$ cat config.mk
export PLATFORM = sky130hd
export DESIGN_NAME = ddr3_phy_init_seq_flat
export DESIGN_NICKNAME = d
export VERILOG_FILES = /design/src/rtl/ddr3_phy_init_seq_pkg.sv /design/src/rtl/ddr3_phy_init_seq_if.sv /design/src/rtl/ddr3_phy_init_seq_sync2.sv /design/src/rtl/ddr3_phy_init_seq.sv /design/src/flat_wrapper.sv
export SDC_FILE = /design/constraint.sdc
export NUM_CORES = 1
export LEC_CHECK = 0
export CORE_MARGIN = 4
export CORE_UTILIZATION = 40
export CTS_CLUSTER_SIZE = 30
export DETAILED_ROUTE_END_ITERATION = 10
export GPL_TIMING_DRIVEN = 0
export PLACE_DENSITY = 0.68
export SLEW_MARGIN = 10
export SYNTH_ARGS = -nofsm -noshare
export SYNTH_HDL_FRONTEND = slang
export SYNTH_SLANG_ARGS = --single-unit
$ cat constraint.sdc
create_clock -name clk -period 3.8 [get_ports clk]
set_input_delay 0.57 -clock clk [delete_from_list [all_inputs] [get_ports clk]]
set_output_delay 0.57 -clock clk [all_outputs]
set_load 0.01 [all_outputs]
$ cat src/rtl/ddr3_phy_init_seq_pkg.sv
// Shared DDR3 PHY definitions: init FSM states,
// default bring-up timing and the PHY clock rate.
package ddr3_phy_init_seq_pkg;

  typedef enum logic [2:0] {
    ST_WAIT_LOCK  = 3'd0,
    ST_SERDES_RST = 3'd1,
    ST_CK_EN      = 3'd2,
    ST_DRAM_RST   = 3'd3,
    ST_CKE_WAIT   = 3'd4,
    ST_READY      = 3'd5
  } init_state_t;

  localparam int unsigned DDR3_CLK_MHZ = 200;

  localparam int unsigned LOCK_STABLE_DEF = 64;
  localparam int unsigned SERDES_RST_DEF  = 16;
  localparam int unsigned CK_EN_DEF       = 16;
  localparam int unsigned DRAM_RST_DEF    = 40000;
  localparam int unsigned CKE_DEF         = 100000;

  function automatic int unsigned max2(
    input int unsigned a,
    input int unsigned b
  );
    return (a > b) ? a : b;
  endfunction

endpackage

$ cat src/rtl/ddr3_phy_init_seq_if.sv
// Status bundle from the PHY init sequencer
// to the SERDES, DRAM pins and controller.
interface ddr3_phy_init_seq_if;
  import ddr3_phy_init_seq_pkg::*;

  logic       serdes_rst;
  logic       ck_en;
  logic       ddr_reset_n;
  logic       ddr_cke;
  logic       phy_ready;
  logic       lock_lost;
  logic [2:0] state;

  modport master (
    output serdes_rst,
    output ck_en,
    output ddr_reset_n,
    output ddr_cke,
    output phy_ready,
    output lock_lost,
    output state
  );

  modport slave (
    input serdes_rst,
    input ck_en,
    input ddr_reset_n,
    input ddr_cke,
    input phy_ready,
    input lock_lost,
    input state
  );

endinterface

$ cat src/rtl/ddr3_phy_init_seq_sync2.sv
// Two-flop synchronizer for asynchronous
// single-bit status into the local clock.
module sync2 (
  input  logic clk,
  input  logic reset,
  input  logic d,
  output logic q
);

  (* ASYNC_REG = "TRUE" *) logic [1:0] ff;

  always_ff @(posedge clk) begin
    if (reset) ff <= '0;
    else       ff <= {ff[0], d};
  end

  assign q = ff[1];

endmodule

$ cat src/rtl/ddr3_phy_init_seq.sv
// DDR3 PHY bring-up: PLL lock qualification,
// SERDES reset, CK enable, JEDEC RESET#/CKE.
module ddr3_phy_init_seq
  import ddr3_phy_init_seq_pkg::*;
#(
  parameter int unsigned LOCK_STABLE       = LOCK_STABLE_DEF,
  parameter int unsigned SERDES_RST_CYCLES = SERDES_RST_DEF,
  parameter int unsigned CK_EN_CYCLES      = CK_EN_DEF,
  parameter int unsigned DRAM_RST_CYCLES   = DRAM_RST_DEF,
  parameter int unsigned CKE_CYCLES        = CKE_DEF
) (
  input  logic clk,
  input  logic reset,
  input  logic pll_locked,
  ddr3_phy_init_seq_if.master phy
);

  localparam int unsigned MAXP =
    max2(max2(max2(LOCK_STABLE, SERDES_RST_CYCLES),
              max2(CK_EN_CYCLES, DRAM_RST_CYCLES)),
         CKE_CYCLES);
  localparam int DW = $clog2(MAXP) + 1;
  localparam int RW = $clog2(LOCK_STABLE) + 1;

  logic          lock_s;
  init_state_t   st, st_n;
  logic [RW-1:0] run_q, run_d;
  logic [DW-1:0] dwell_q, dwell_d;
  logic          lost_q, lost_d;

  sync2 u_lock_sync (
    .clk   (clk),
    .reset (reset),
    .d     (pll_locked),
    .q     (lock_s)
  );

  function automatic init_state_t next_of(
    input init_state_t s
  );
    case (s)
      ST_SERDES_RST: return ST_CK_EN;
      ST_CK_EN:      return ST_DRAM_RST;
      ST_DRAM_RST:   return ST_CKE_WAIT;
      default:       return ST_READY;
    endcase
  endfunction

  // Dwell counter is loaded with N-1 so it reads 0 on the Nth cycle.
  function automatic logic [DW-1:0] load_for(
    input init_state_t s
  );
    case (s)
      ST_SERDES_RST: return DW'(SERDES_RST_CYCLES - 1);
      ST_CK_EN:      return DW'(CK_EN_CYCLES - 1);
      ST_DRAM_RST:   return DW'(DRAM_RST_CYCLES - 1);
      ST_CKE_WAIT:   return DW'(CKE_CYCLES - 1);
      default:       return '0;
    endcase
  endfunction

  always_ff @(posedge clk) begin
    if (reset) begin
      st      <= ST_WAIT_LOCK;
      run_q   <= '0;
      dwell_q <= '0;
      lost_q  <= 1'b0;
    end else begin
      st      <= st_n;
      run_q   <= run_d;
      dwell_q <= dwell_d;
      lost_q  <= lost_d;
    end
  end

  always_comb begin
    st_n    = st;
    run_d   = run_q;
    dwell_d = dwell_q;
    lost_d  = lost_q;
    if (st == ST_WAIT_LOCK) begin
      if (!lock_s) begin
        run_d = '0;
      end else if (run_q == RW'(LOCK_STABLE)) begin
        st_n    = ST_SERDES_RST;
        run_d   = '0;
        dwell_d = load_for(ST_SERDES_RST);
      end else begin
        run_d = run_q + 1'b1;
      end
    end else if (!lock_s) begin
      // Lock loss wins over a dwell expiring on the same edge.
      st_n    = ST_WAIT_LOCK;
      lost_d  = 1'b1;
      dwell_d = '0;
    end else if (st != ST_READY) begin
      if (dwell_q == '0) begin
        st_n    = next_of(st);
        dwell_d = load_for(next_of(st));
      end else begin
        dwell_d = dwell_q - 1'b1;
      end
    end
  end

  assign phy.serdes_rst  = (st == ST_WAIT_LOCK) ||
                           (st == ST_SERDES_RST);
  assign phy.ck_en       = (st == ST_CK_EN)    ||
                           (st == ST_DRAM_RST) ||
                           (st == ST_CKE_WAIT) ||
                           (st == ST_READY);
  assign phy.ddr_reset_n = (st == ST_CKE_WAIT) ||
                           (st == ST_READY);
  assign phy.ddr_cke     = (st == ST_READY);
  assign phy.phy_ready   = (st == ST_READY);
  assign phy.lock_lost   = lost_q;
  assign phy.state       = st;

endmodule
$ cat src/flat_wrapper.sv
// flat-port wrapper written by rule: the top's interface ports become plain ports
module ddr3_phy_init_seq_flat import ddr3_phy_init_seq_pkg::*;
#(
  parameter int unsigned LOCK_STABLE       = LOCK_STABLE_DEF,
  parameter int unsigned SERDES_RST_CYCLES = SERDES_RST_DEF,
  parameter int unsigned CK_EN_CYCLES      = CK_EN_DEF,
  parameter int unsigned DRAM_RST_CYCLES   = DRAM_RST_DEF,
  parameter int unsigned CKE_CYCLES        = CKE_DEF
)
  (clk, reset, pll_locked, phy_serdes_rst, phy_ck_en, phy_ddr_reset_n, phy_ddr_cke, phy_phy_ready, phy_lock_lost, phy_state);
  ddr3_phy_init_seq_if phy_i ();
  input  logic clk;
  input  logic reset;
  input  logic pll_locked;
  output wire logic [$bits(phy_i.serdes_rst)-1:0] phy_serdes_rst;
  output wire logic [$bits(phy_i.ck_en)-1:0] phy_ck_en;
  output wire logic [$bits(phy_i.ddr_reset_n)-1:0] phy_ddr_reset_n;
  output wire logic [$bits(phy_i.ddr_cke)-1:0] phy_ddr_cke;
  output wire logic [$bits(phy_i.phy_ready)-1:0] phy_phy_ready;
  output wire logic [$bits(phy_i.lock_lost)-1:0] phy_lock_lost;
  output wire logic [$bits(phy_i.state)-1:0] phy_state;
  assign phy_serdes_rst = phy_i.serdes_rst;
  assign phy_ck_en = phy_i.ck_en;
  assign phy_ddr_reset_n = phy_i.ddr_reset_n;
  assign phy_ddr_cke = phy_i.ddr_cke;
  assign phy_phy_ready = phy_i.phy_ready;
  assign phy_lock_lost = phy_i.lock_lost;
  assign phy_state = phy_i.state;
  ddr3_phy_init_seq #(.LOCK_STABLE(LOCK_STABLE), .SERDES_RST_CYCLES(SERDES_RST_CYCLES), .CK_EN_CYCLES(CK_EN_CYCLES), .DRAM_RST_CYCLES(DRAM_RST_CYCLES), .CKE_CYCLES(CKE_CYCLES)) u_core (.clk(clk), .reset(reset), .pll_locked(pll_locked), .phy(phy_i));
endmodule
**Run 1: signal wires by layer**

Drawn at 4 px/um.
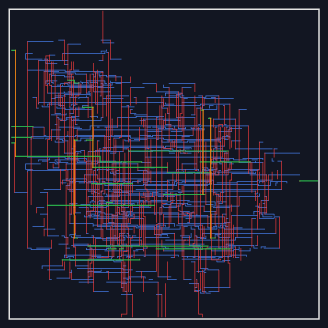
[met3] green | wire length: 245 um
[met2] red | wire length: 2240 um
[met4] orange | wire length: 117 um
[met1] blue | wire length: 2290 um
WL final: 4.89 mm
WL/cell: 15.8 um

**Run 1: clock nets**

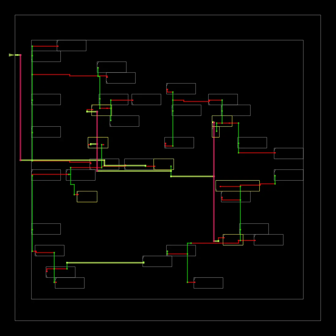
flop count: 31
clk_buf instances: 6
Fin Clk Skew: 0.0104 ns
TritonCTS Buffers: 5

==> qor.csv, run 1 <==
metric,value,unit
status,"complete, no violations",
port_buffers,11,
hold-path-endpoint,u_core.u_lock_sync.ff[1],
cts.path.max_buffers,2,
hp-class,reg -> reg,
async_flop_share,0,%
powerClk,344,uW
cts-hold-fix-buffers,0,
buffers,26,
regMostFlops,u_core.dwell_q,
yosysSeqAreaShare,32.5,%
met1_usage,22.6,%
grt_max_degree,11,
fin_tns_setup,0,ns
drt_pass1_iterations,4,
p_comb_share,58.3,%
yosys_warnings,0,
power_density,834,nW/um^2
layout.nets,263,
postCtsSetupBuffers,0,
hold_path_startpoint,u_core.u_lock_sync.ff[0],
rows,24,
nMultiInputCombCells,179,
xor_share,2.75,%
slew_viol_final,0,
irDropWorstVdd,310,uV
routed.top_layer,met4,
drv_cap,0,
cts_tree,done,
period_used_share,66.7,%
ff_type,dfxtp_1,
crit_start,u_core.run_q[0],
reg2reg_to,u_core.phy.state[0],
critical_path_required,4.01,ns
place_ws,1.29,ns
hold_viol_final,0,
n_antenna_cell,0,
die_area,5940,um^2
dominant_cells,multi-input combinational cells,
setup_viol,0,
seq_share,28.2,%
finalCriticalPeriod,2.53,ns
grt_util_met2,27.3,%
max_slew.worst_pin.slew,0.993,ns
rsz0062_at_grt,no,
worst_setup_path_start_kind,register,
grt_use_total,17.3,%
crit_path_top_delay_cell,nor2_1,
ant_nets,0,
ios,12,
critPathCapture,u_core.phy.state[0],
ys_cells,239,
syn_to_final_growth,15.3,%
clock_area_share,5.34,%
power_switching_share,47.0,%
clock-sinks,31,
path_class,reg -> reg,
wl_met2,2.24,mm
syn_area_per_cell,7.98,um^2
die_h,77.1,um
nFillCells,419,
largest_reg_flops,18,
drc_errors,0,
post_dp_cell_area,2080,um^2
timing.critical_path.buf_inv,2,
comb_share,52.5,%
fa_ha_area_share,1.97,%
vias_per_cell,5.84,
wl_met1,2.29,mm
grt_use_met3,3.63,%
synthCells,239,
max_freq,0.395,GHz
switching_power,862,uW
fp_util,42.6,%
p_comb,1070,uW
syn_nets,245,
logic_area,1150,um^2
power_leader,combinational cells,
inverters,14,
clkPwrFrac,18.7,%
r2r_setup_slack,1.27,ns
relSlewSlack,33.2,%
grt_busiest_layer,met2,
htree_levels,2,
grt_pass1_vias,1731,
reg2reg_from,u_core.run_q[0],
min_delay_path_depth,1,
cp.arrival,2.75,ns
postLayoutCellArea,2200,um^2
drive_gt1_share,12.0,%
ff_latch_area,621,um^2
die_w,77.1,um
synthMuxAreaShare,0.525,%
gp_congestion,0.841,
topCombFamilyByArea,simple AND/OR/NAND/NOR gates,
ys_sh_simple,30.0,%
wl_met3,244,um
layout.nonclk_buf_share,8.64,%
synth.cellmix.compoundShare,25.3,%
grt_pass1_wl,8.17,mm
p_leak,0.000737,uW
clock-root-buffer,clkbuf_8,
critical_path.max_stage_delay,0.41,ns
ys_ff,31,
**Run 1: where the registers sit**

Drawn at 4 px/um. Other sequential cells in the stronger gray, the rest of the logic in the fainter gray.
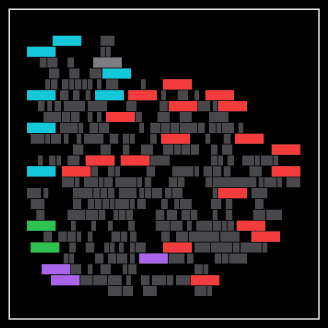
[u_core.phy.state] purple | placed flops: 3
[u_core.u_lock_sync.ff] green | placed flops: 2
[u_core.run_q] cyan | placed flops: 7
[u_core.dwell_q] red | placed flops: 18
Final Core Density: 49.2%
Seq group: 422 uW

run 1: synthesized netlist by cell type (5+ instances only):
library cell,n,area (um^2)
o21ai_0,10,50.1
a31oi_1,5,31.3
nor2_1,30,113
inv_1,14,52.6
xnor2_1,6,52.6
nand3_1,6,30.0
clkbuf_1,9,33.8
a21oi_1,17,85.1
nand2_1,11,41.3
o21ai_1,9,45.0
dfxtp_1,31,621
nor3_1,7,35.0
a211oi_1,7,52.6
run 1: through the flow:
step                total power [uW]  hold slack, ns  utilization [%]  cells
global route                    1950           0.474             49.2    310
detailed placement              1480           0.434             46.6    302
global placement                1470           0.428             46.6    302
floorplan                       1240           0.414                -    239
finish                          1840           0.452             49.2    310
CTS                             1830           0.457             49.2    310
**Run 1: port wiring**

Drawn at 6 px/um.
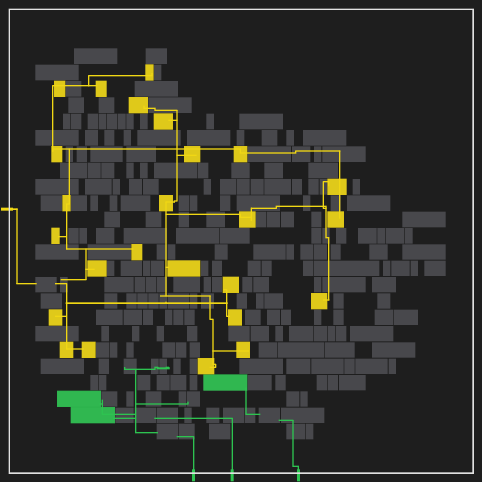

==> run 2: changes to the inputs <==
clock period = 2.46 ns   (was 3.8 ns; I/O delays follow)
**Run 2: port wiring**

Drawn at 6 px/um.
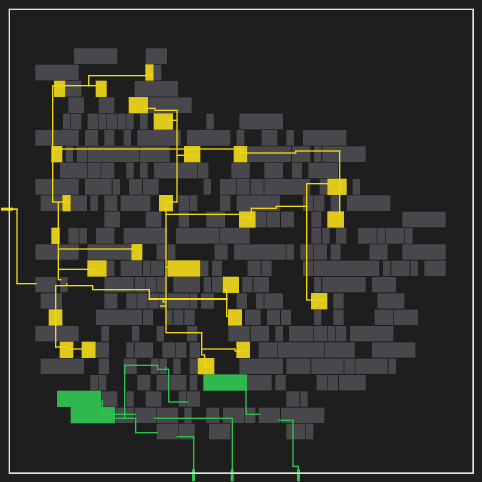
[phy_state] green | bits: 3 | direction: output | edge: south | end cells: 3 | buffers: 3 | wire: 92.2 um
[reset] yellow | bits: 1 | direction: input | edge: west | end cells: 25 | buffers: 3 | wire: 329 um
I/O Buffers: 11
I/O pin total: 12

**Run 2: where the registers sit**

Drawn at 4 px/um. Other sequential cells in the stronger gray, the rest of the logic in the fainter gray.
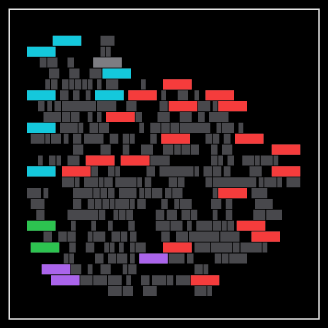
[u_core.u_lock_sync.ff] green | placed flops: 2
[u_core.run_q] cyan | placed flops: 7
[u_core.dwell_q] red | placed flops: 18
[u_core.phy.state] purple | placed flops: 3
not colored: 1
flop share of the area: 27.7%
Final Core Density: 50.1%
Seq group: 662 uW
storage element area: 621 um^2

==> run 2 against run 1 <==
Against the previous run:
- largest power group unchanged
- critical path type unchanged
- clock power rose by 55%
- global-route usage did not move
- clock skew fell by 0.00072 ns
==> qor.csv, run 2 <==
metric,value,unit
hold-path-endpoint,u_core.u_lock_sync.ff[1],
topCombFamilyByArea,simple AND/OR/NAND/NOR gates,
logic_area,1200,um^2
cts-hold-fix-buffers,0,
drtIter0Drc,114,
fa_ha_area_share,1.97,%
ys_sh_simple,30.0,%
place_inst,302,
die_area,5940,um^2
whs,0.452,ns
postCtsSetupBuffers,0,
ys_cells,239,
dominant_cells,multi-input combinational cells,
mostFrequentLayoutCells,"dfxtp_1 (31), nor2_1 (29), a21oi_1 (17)",
cp.arrival,2.49,ns
topCellsByArea,"dfxtp_1 (33%), nor2_1 (5.9%), a21oi_1 (4.5%)",
cpMostUsedCell,or4_4,
comb_share,53.5,%
ant_nets,0,
yosysSeqAreaShare,32.5,%
slew_viol_final,0,
gp_congestion,0.841,
cts_tree,done,
vias,1812,
drt_pass1_iterations,4,
grt_use_total,17.3,%
pwr-share-seq,22.9,%
largest_reg_flops,18,
taps,52,
n_antenna_cell,0,
ys_ff,31,
synth.cellmix.compoundShare,25.3,%
finalCriticalPeriod,2.30,ns
postLayoutCellArea,2240,um^2
rsz0062_at_grt,no,
hp-class,reg -> reg,
die_w,77.1,um
nFillCells,417,
synthMuxAreaShare,0.525,%
fin_tns_setup,0,ns
edf_count,0,
clock_latency,0.29,ns
crit_chain,or4_4 -> or4_4 -> or4_4 -> a22oi_1 -> nor2_1,
layout.nets,262,
synthCells,239,
rows,24,
common_cells,"dfxtp_1 (31), nor2_1 (30), a21oi_1 (17), inv_1 (14), nand2_1 (11)",
cp.depth,5,
place_hpwl,3.54,mm
setup_viol,0,
cts.path.max_buffers,2,
buffers,25,
drive_gt1_share,13.2,%
p_comb_share,58.7,%
syn_to_final_growth,17.5,%
crit_start,u_core.dwell_q[9],
clock-sinks,31,
fin_worst_skew,0.00973,ns
max_freq,0.434,GHz
grt_pass1_vias,1731,
p_leak,0.000772,uW
wl_per_cell,16.0,um
cellInternalPower,1540,uW
fp_util,42.6,%
htree_levels,2,
async_flop_share,0,%
yosys_warnings,0,
top_area_cell,dfxtp_1,
worstSetupEndpointType,register,
die_h,77.1,um
inverters,14,
hold_path_startpoint,u_core.u_lock_sync.ff[0],
path_clk_slew,0.07,ns
syn_area_per_cell,7.98,um^2
hold_viol_final,0,
fin_cells,309,
relSlewSlack,50.1,%
flops,31,
worst_setup_path_start_kind,register,
power.total,2890,uW
irDropWorstVdd,484,uV
period_used_share,93.6,%
tool_warnings,27,
clock_buffers,6,
clkPwrFrac,18.4,%
yosysMostFrequentCell,dfxtp_1,
r2r_setup_slack,0.16,ns
critical_path_required,2.65,ns
xor_share,2.75,%
post_dp_cell_area,2080,um^2
cts_buffers,5,
ff_type,dfxtp_1,
clock_area_share,5.25,%
clock-root-buffer,clkbuf_8,
top_cell_area_share,32.5,%
reg2reg_from,u_core.dwell_q[9],
max_slew.worst_pin.slew,0.744,ns
min_delay_path_depth,1,
switching_power,1350,uW
path_class,reg -> reg,
drv_cap,0,
syn_nets,245,
regMostFlops,u_core.dwell_q,
setup_ws,0.156,ns
nMultiInputCombCells,179,
reg2reg_to,u_core.phy.state[1],
grt_pass1_wl,8.17,mm
crit_path_top_delay_cell,or4_4,
drc_errors,0,
power_density,1290,nW/um^2
critical_path.max_stage_delay,0.56,ns
timing.critical_path.buf_inv,0,
layout.nonclk_buf_share,8.37,%
status,"complete, no violations",
grt_max_degree,11,
vias_per_cell,5.86,
power_switching_share,46.8,%
wirelength,4.93,mm
place_ws,-0.0458,ns
critPathCapture,u_core.phy.state[1],
## run 2: power by group through the flow
stage | Combinational (uW) | Clock [uW] | Sequential (uW)
floorplan | 1280 | 0 | 648
global placement | 1610 | 0 | 660
detailed placement | 1630 | 0 | 662
CTS | 1630 | 540 | 652
global route | 1830 | 562 | 677
finish | 1700 | 532 | 662
## run 2: per-layer routing
layer / up-vias / part of all wire (%) / global-route usage, %
met4: 0 / 1.5 / 7.83
met5: - / 0 / 0
li1: 911 / - / -
met2: 37 / 47 / 27.3
met3: 7 / 4.5 / 3.63
met1: 857 / 47 / 22.6
**Run 2: signal wires by layer**

Drawn at 4 px/um.
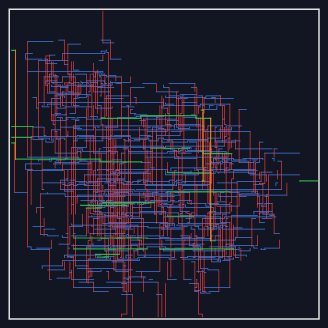

==> run 3: changes to the inputs <==
CORE_UTILIZATION = 30   (was 40)
PLACE_DENSITY = 0.56   (was 0.68)
**Run 3: signal wires by layer**

Drawn at 4 px/um.
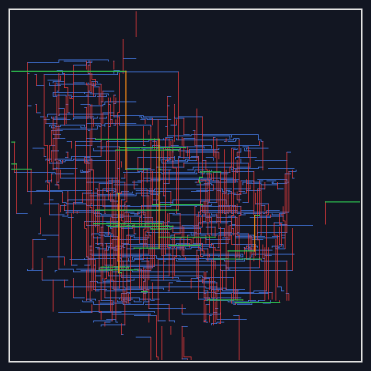
[met3] green | wire length: 262 um
[met4] orange | wire length: 80.2 um
[met2] red | wire length: 2480 um
[met1] blue | wire length: 2470 um

==> run 3 against run 2 <==
Against the previous run:
- via count increased by 0.99%
- non-clock buffer count unchanged
- count of clock-buffer cells in the layout unchanged
- final cell count increased by 7.4%
- total power increased by 1.4%
- first-iteration DRC count increased by 28%
- worst setup slack got worse by 0.015 ns
- clock power increased by 0.8%
- die size increased by 30%
- clock skew decreased by 0.0031 ns
- critical path type unchanged
==> qor.csv, run 3 <==
metric,value,unit
status,"complete, no violations",
worstSetupEndpointType,register,
drt_pass1_iterations,5,
htree_levels,2,
max_freq,0.431,GHz
slew_viol_final,0,
top_cell_area_share,32.5,%
grt_pass1_vias,1698,
grt_pass1_wl,8.64,mm
edf_count,0,
place_ws,-0.186,ns
wl_per_cell,15.9,um
worst_setup_path_start_kind,register,
logic_area,1200,um^2
buffers,25,
cts_buffers,5,
power.total,2930,uW
ff_latch_area,621,um^2
n_antenna_cell,0,
async_flop_share,0,%
nMultiInputCombCells,179,
synth.cellmix.compoundShare,25.3,%
period_used_share,94.3,%
common_cells,"dfxtp_1 (31), nor2_1 (30), a21oi_1 (17), inv_1 (14), nand2_1 (11)",
comb_share,52.9,%
syn_to_final_growth,19.2,%
p_comb,1730,uW
p_leak,0.000774,uW
clkPwrFrac,18.3,%
postCtsSetupBuffers,0,
crit_path_top_delay_cell,or4_4,
clock_buffers,6,
layout.nonclk_buf_share,8.25,%
clock-sinks,31,
whs,0.442,ns
vias_per_cell,5.51,
dominant_cells,multi-input combinational cells,
crit_chain,or4_4 -> or4_4 -> or4_4 -> o21ai_1 -> o221ai_2,
regMostFlops,u_core.dwell_q,
cts.path.max_buffers,2,
inverters,14,
critical_path_required,2.62,ns
routed.top_layer,met4,
syn_area_per_cell,7.98,um^2
place_hpwl,3.72,mm
fin_worst_skew,0.00667,ns
max_slew.worst_pin.slew,0.756,ns
p_comb_share,59.1,%
cp.arrival,2.48,ns
power_switching_share,47.5,%
flops,31,
critical_path.max_stage_delay,0.56,ns
die_w,87.8,um
topCellsByArea,"dfxtp_1 (33%), nor2_1 (5.9%), a21oi_1 (4.5%)",
top_area_cell,dfxtp_1,
taps,75,
largest_reg_flops,18,
r2r_setup_slack,0.14,ns
grt_use_total,14.4,%
fa_ha_area_share,1.97,%
wirelength,5.29,mm
yosysMostFrequentCell,dfxtp_1,
met1_usage,19.9,%
powerClk,536,uW
drv_cap,0,
grt_util_met2,22.3,%
topCombFamilyByArea,simple AND/OR/NAND/NOR gates,
layout.nets,262,
ys_ff,31,
fp_util,31.5,%
gp_congestion,0.817,
ff_type,dfxtp_1,
grt_busiest_layer,met2,
hp-class,reg -> reg,
yosys_warnings,0,
finalCriticalPeriod,2.32,ns
grt_max_degree,11,
die_area,7700,um^2
clock-root-buffer,clkbuf_8,
pwr-share-seq,22.6,%
switching_power,1390,uW
nFillCells,641,
synthMuxAreaShare,0.525,%
drc_errors,0,
rsz0062_at_grt,no,
setup_ws,0.141,ns
cts-hold-fix-buffers,0,
wl_met3,262,um
synthCells,239,
path_class,reg -> reg,
power_density,1290,nW/um^2
ys_cells,239,
ios,12,
power_leader,combinational cells,
wl_met1,2.47,mm
rows,28,
wl_met2,2.48,mm
syn_nets,245,
drtIter0Drc,146,
timing.critical_path.buf_inv,0,
ys_sh_simple,30.0,%
cts_tree,done,
cpMostUsedCell,or4_4,
relSlewSlack,49.2,%
ant_nets,0,
hold_viol_final,0,
setup_viol,0,
path_clk_slew,0.07,ns
irDropWorstVdd,574,uV
drive_gt1_share,13.6,%
xor_share,2.75,%
cellInternalPower,1540,uW
die_h,87.8,um
mostFrequentLayoutCells,"dfxtp_1 (31), nor2_1 (29), a21oi_1 (17)",
tool_warnings,27,
yosysSeqAreaShare,32.5,%
**Run 3: where the registers sit**

Drawn at 3 px/um. Other sequential cells in the stronger gray, the rest of the logic in the fainter gray.
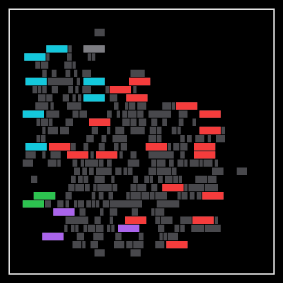
[u_core.u_lock_sync.ff] green | placed flops: 2
[u_core.phy.state] purple | placed flops: 3
[u_core.dwell_q] red | placed flops: 18
[u_core.run_q] cyan | placed flops: 7
not colored: 1
Final Core Density: 37.5%
Seq group: 661 uW
flop share of the area: 27.3%

-- run 3: cell count changes in the layout (fill, tap and decap cells not counted) --
cell and change:
o21bai_1 -1, o21bai_2 +1
-- run 3: worst paths after layout --
| check | from | endpoint | depth (start not counted) |
|---|---|---|---|
| min reg2reg | u_core.u_lock_sync.ff[0] | u_core.u_lock_sync.ff[1] | 1 |
| min | u_core.u_lock_sync.ff[0] | u_core.u_lock_sync.ff[1] | 1 |
| max reg2reg | u_core.dwell_q[9] | u_core.dwell_q[15] | 5 |
| max | u_core.dwell_q[9] | u_core.dwell_q[15] | 5 |
-- run 3: per-stage QoR --
step	TNS, ns	cell area [um^2]	std cells
6_report	0	2270	332
3_3_place_gp	-0.493	2110	325
5_1_grt	0	2270	332
2_1_floorplan	0	1910	239
3_5_place_dp	-0.927	2110	325
4_1_cts	0	2240	333
No activity file was given, so power comes from the tool's default toggle rates.
